Run 1, routed metal, one colour a layer:
(1 px per um)
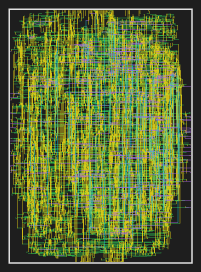
Run 1, clock network drawn from the DEF:
(2 px per um)
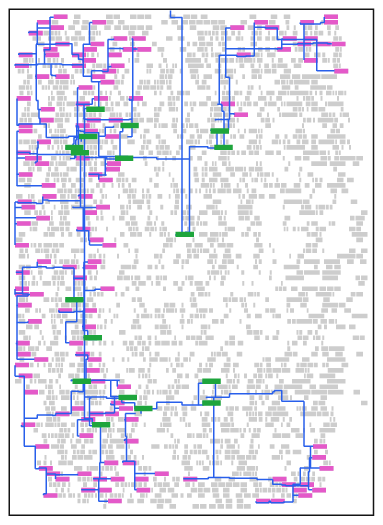
Run 1, the metal 3 layer:
(2 px per um)
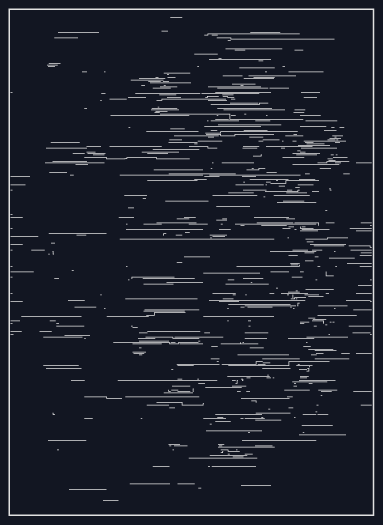
Design unidade_execucao, sky130hd; sources not shown.
==> summary.txt, run 1 <==
yosys + openroad results -> Max-Slew Margin vs Limit=0.291, total core area=43700 um^2, Tool Warnings=80, Reg2Reg Depth=15, synthesized area per cell=7.50 um^2, Port Buf Inserts=131, result of the run=finished, final reports clean, maximum net fanout on the critical path=39, number of cells in Yosys stat=2348, required time of the worst setup path=15240 ps, Synth Area in XOR/XNOR=0.0244, Worst Hold Margin=452 ps, area grow syn2layout=12.6%, flip-flops with a built-in enable=0, number of buffers created by CTS=17, combined area of the multi-input logic cells=13500 um^2, horizontal die size=181 um, TritonCTS clock tree=done, Final Cycle Share=0.476, Combinational Power Share=0.396, count of flip-flops and latches=146, number of buffer and inverter stages on the critical path=4, number of clock sinks seen by CTS=146, Total Power Consumption=1.52 mW, net switching power=0.612 mW, count of multi-input combinational gates=1926, 1st-iter DRT viols=1978, Worst-path clk slew=80 ps, met2 GRT Util=0.574, count of nets left with antenna violations after detail routing=0, cells taking the most area after synthesis=sky130_fd_sc_hd__dfxtp_1 17%, sky130_fd_sc_hd__ha_1 9.2%, sky130_fd_sc_hd__a21oi_1 6.6%, final hold violation count=0, first-pass GRT wire length=119000 um, cell with the most instances after synthesis=sky130_fd_sc_hd__nand2_1, Power Combinational=0.600 mW, post-synthesis mux area share=0.121, Final Net Count=2606, arithmetic-cell share of the synthesized area counting full adders, half adders and majority gates=0.0951, biggest cell category by area in the final layout=logic gates, number of slew-limit violations in the final report=0, main flop type after synthesis=sky130_fd_sc_hd__dfxtp_1, peak ir drop on the vdd network=0.0000677 V, register-to-register path setup slack=10520 ps, P_leak=7.89 nW, Net Count, Synth=2572, sequential logic power=0.409 mW, Min Clock Period, post-route=7070 ps, YS chip area=17600 um^2, count of cells along the worst hold path=1, type of the worst setup path=primary input to flip-flop, Dominant cell area share=0.166, main logic family after synthesis=AND-OR/OR-AND gates, internal power contribution=0.904 mW, logic share of the area=0.679, Highest Signal Layer=met4, cell type group with the largest total delay on the critical path=AND-OR/OR-AND gates, synthesis-stage register bit count=146, maxcap violations=0, most frequent logic cells in the routed design=267 x sky130_fd_sc_hd__nand2_1, 233 x sky130_fd_sc_hd__a21oi_1, 185 x sky130_fd_sc_hd__nor2_1, Via-to-Cell Ratio=6.47, total negative slack=0 ps, last weighted congestion value of the routability-driven placer=0.984, chip area=45700 um^2, nature of the critical path startpoint=primary input, cell types with the highest counts after synthesis=267 x sky130_fd_sc_hd__nand2_1, 234 x sky130_fd_sc_hd__a21oi_1, 185 x sky130_fd_sc_hd__nor2_1, number of clock buffers in the layout=17, CTS H-tree depth=4, number of buffers on the longest clock path=2, group drawing the most power=combinational cells, class of the tightest hold or removal check=flip-flop to flip-flop, ant diodes=0, setup slack at placement=7420 ps, crit path capture type=flip-flop, number of instances resized during post-cts repair=0
Notes on 'routed metal, one colour a layer' above:
| colour | layer | wire length |
|---|---|---|
| cyan | metal 4 | 5250 um |
| purple | metal 3 | 5220 um |
| yellow | metal 2 | 37.7 mm |
| green | metal 1 | 32.6 mm |
overall global routing resource usage: 0.343
Vias: 19112
per-cell routed wire length: 27.4 um
final wirelength: 80800 um

Notes on 'clock network drawn from the DEF' above:
[green] clock drivers | count: 17
[blue] clock wires | length: 2600 um
[magenta] flip-flops | count: 146
routed clock nets: 18
flops lie: widely spread
later-pin clock latency in the skew report: 460 ps
part of the total power dissipated in the clock network: 0.335
clock network power: 0.508 mW
final clock skew: 14.2 ps

Notes on 'the metal 3 layer' above:
longest straight run: 77.1 um
share of all routed wire: 6.5%
wire length on this layer: 5220 um
main direction: horizontal
nets with wire on the layer: 303
GR met3 Demand/Resource: 0.0379

--- run 2 (diff from run 1) ---
clock period = 6.46 ns   (was 14.85 ns; I/O delays follow)
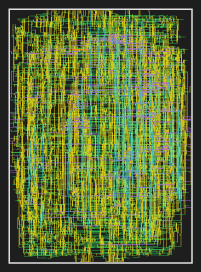
Run 2: routed metal, one colour a layer
(1 px per um)
| colour | layer | wire length |
|---|---|---|
| cyan | metal 4 | 5130 um |
| yellow | metal 2 | 40.2 mm |
| green | metal 1 | 34.1 mm |
| purple | metal 3 | 5650 um |
| orange | metal 5 | 12.9 um |
per-cell routed wire length: 28.3 um
overall global routing resource usage: 0.364
Vias: 19379
final wirelength: 85100 um

==> summary.txt, run 2 <==
yosys + openroad results -> arithmetic-cell share of the synthesized area counting full adders, half adders and majority gates=0.0951 (unchanged), 1st-iter DRT viols=2294 (was 1978), CTS H-tree depth=4 (unchanged), nature of the critical path startpoint=primary input (unchanged), required time of the worst setup path=6860 ps (was 15240 ps), total core area=43700 um^2 (unchanged), logic share of the area=0.667 (was 0.679), Synth Area in XOR/XNOR=0.0244 (unchanged), synthesis-stage register bit count=146 (unchanged), last weighted congestion value of the routability-driven placer=1.04 (was 0.984), result of the run=finished, final reports clean (unchanged), final hold violation count=0 (unchanged), Final Cycle Share=0.900, number of instances resized during post-cts repair=0 (unchanged), final clock skew=17.8 ps (was 14.2 ps), TritonCTS clock tree=done (unchanged), net switching power=1.42 mW (was 0.612 mW), number of clock sinks seen by CTS=146 (unchanged), number of cells in Yosys stat=2348 (unchanged), number of buffer and inverter stages on the critical path=3 (was 4), Worst-path clk slew=70 ps (was 80 ps), Max-Slew Margin vs Limit=0.333 (was 0.291), class of the tightest hold or removal check=flip-flop to flip-flop (unchanged), YS chip area=17600 um^2 (unchanged), cell types with the highest counts after synthesis=267 x sky130_fd_sc_hd__nand2_1, 234 x sky130_fd_sc_hd__a21oi_1, 185 x sky130_fd_sc_hd__nor2_1 (unchanged), number of clock buffers in the layout=19 (was 17), number of slew-limit violations in the final report=0 (unchanged), P_leak=8.12 nW (was 7.89 nW), count of multi-input combinational gates=1926 (unchanged), main flop type after synthesis=sky130_fd_sc_hd__dfxtp_1 (unchanged), GR met3 Demand/Resource=0.0523 (was 0.0379), Dominant cell area share=0.166 (unchanged), Min Clock Period, post-route=5810 ps, peak ir drop on the vdd network=0.000185 V (was 0.0000677 V), Combinational Power Share=0.416 (was 0.396), combined area of the multi-input logic cells=13500 um^2 (about the same), cell type group with the largest total delay on the critical path=AND-OR/OR-AND gates (unchanged), type of the worst setup path=primary input to flip-flop (unchanged), post-synthesis mux area share=0.121 (unchanged), flip-flops with a built-in enable=0 (unchanged), cells taking the most area after synthesis=sky130_fd_sc_hd__dfxtp_1 17%, sky130_fd_sc_hd__ha_1 9.2%, sky130_fd_sc_hd__a21oi_1 6.6% (unchanged), part of the total power dissipated in the clock network=0.315 (was 0.335), cell with the most instances after synthesis=sky130_fd_sc_hd__nand2_1 (unchanged), count of flip-flops and latches=146 (unchanged), Worst Hold Margin=454 ps (was 452 ps), main logic family after synthesis=AND-OR/OR-AND gates (unchanged), register-to-register path setup slack=2210 ps (was 10520 ps), Total Power Consumption=3.48 mW (was 1.52 mW), Via-to-Cell Ratio=6.45 (was 6.47), Port Buf Inserts=131 (unchanged), later-pin clock latency in the skew report=470 ps (was 460 ps), Highest Signal Layer=met5 (was met4), Power Combinational=1.45 mW (was 0.600 mW), most frequent logic cells in the routed design=267 x sky130_fd_sc_hd__nand2_1, 233 x sky130_fd_sc_hd__a21oi_1, 185 x sky130_fd_sc_hd__nor2_1 (unchanged), Reg2Reg Depth=15 (unchanged), maximum net fanout on the critical path=19 (was 39), number of buffers on the longest clock path=2 (unchanged), biggest cell category by area in the final layout=logic gates (unchanged)
No activity file was given, so power comes from the tool's default toggle rates.
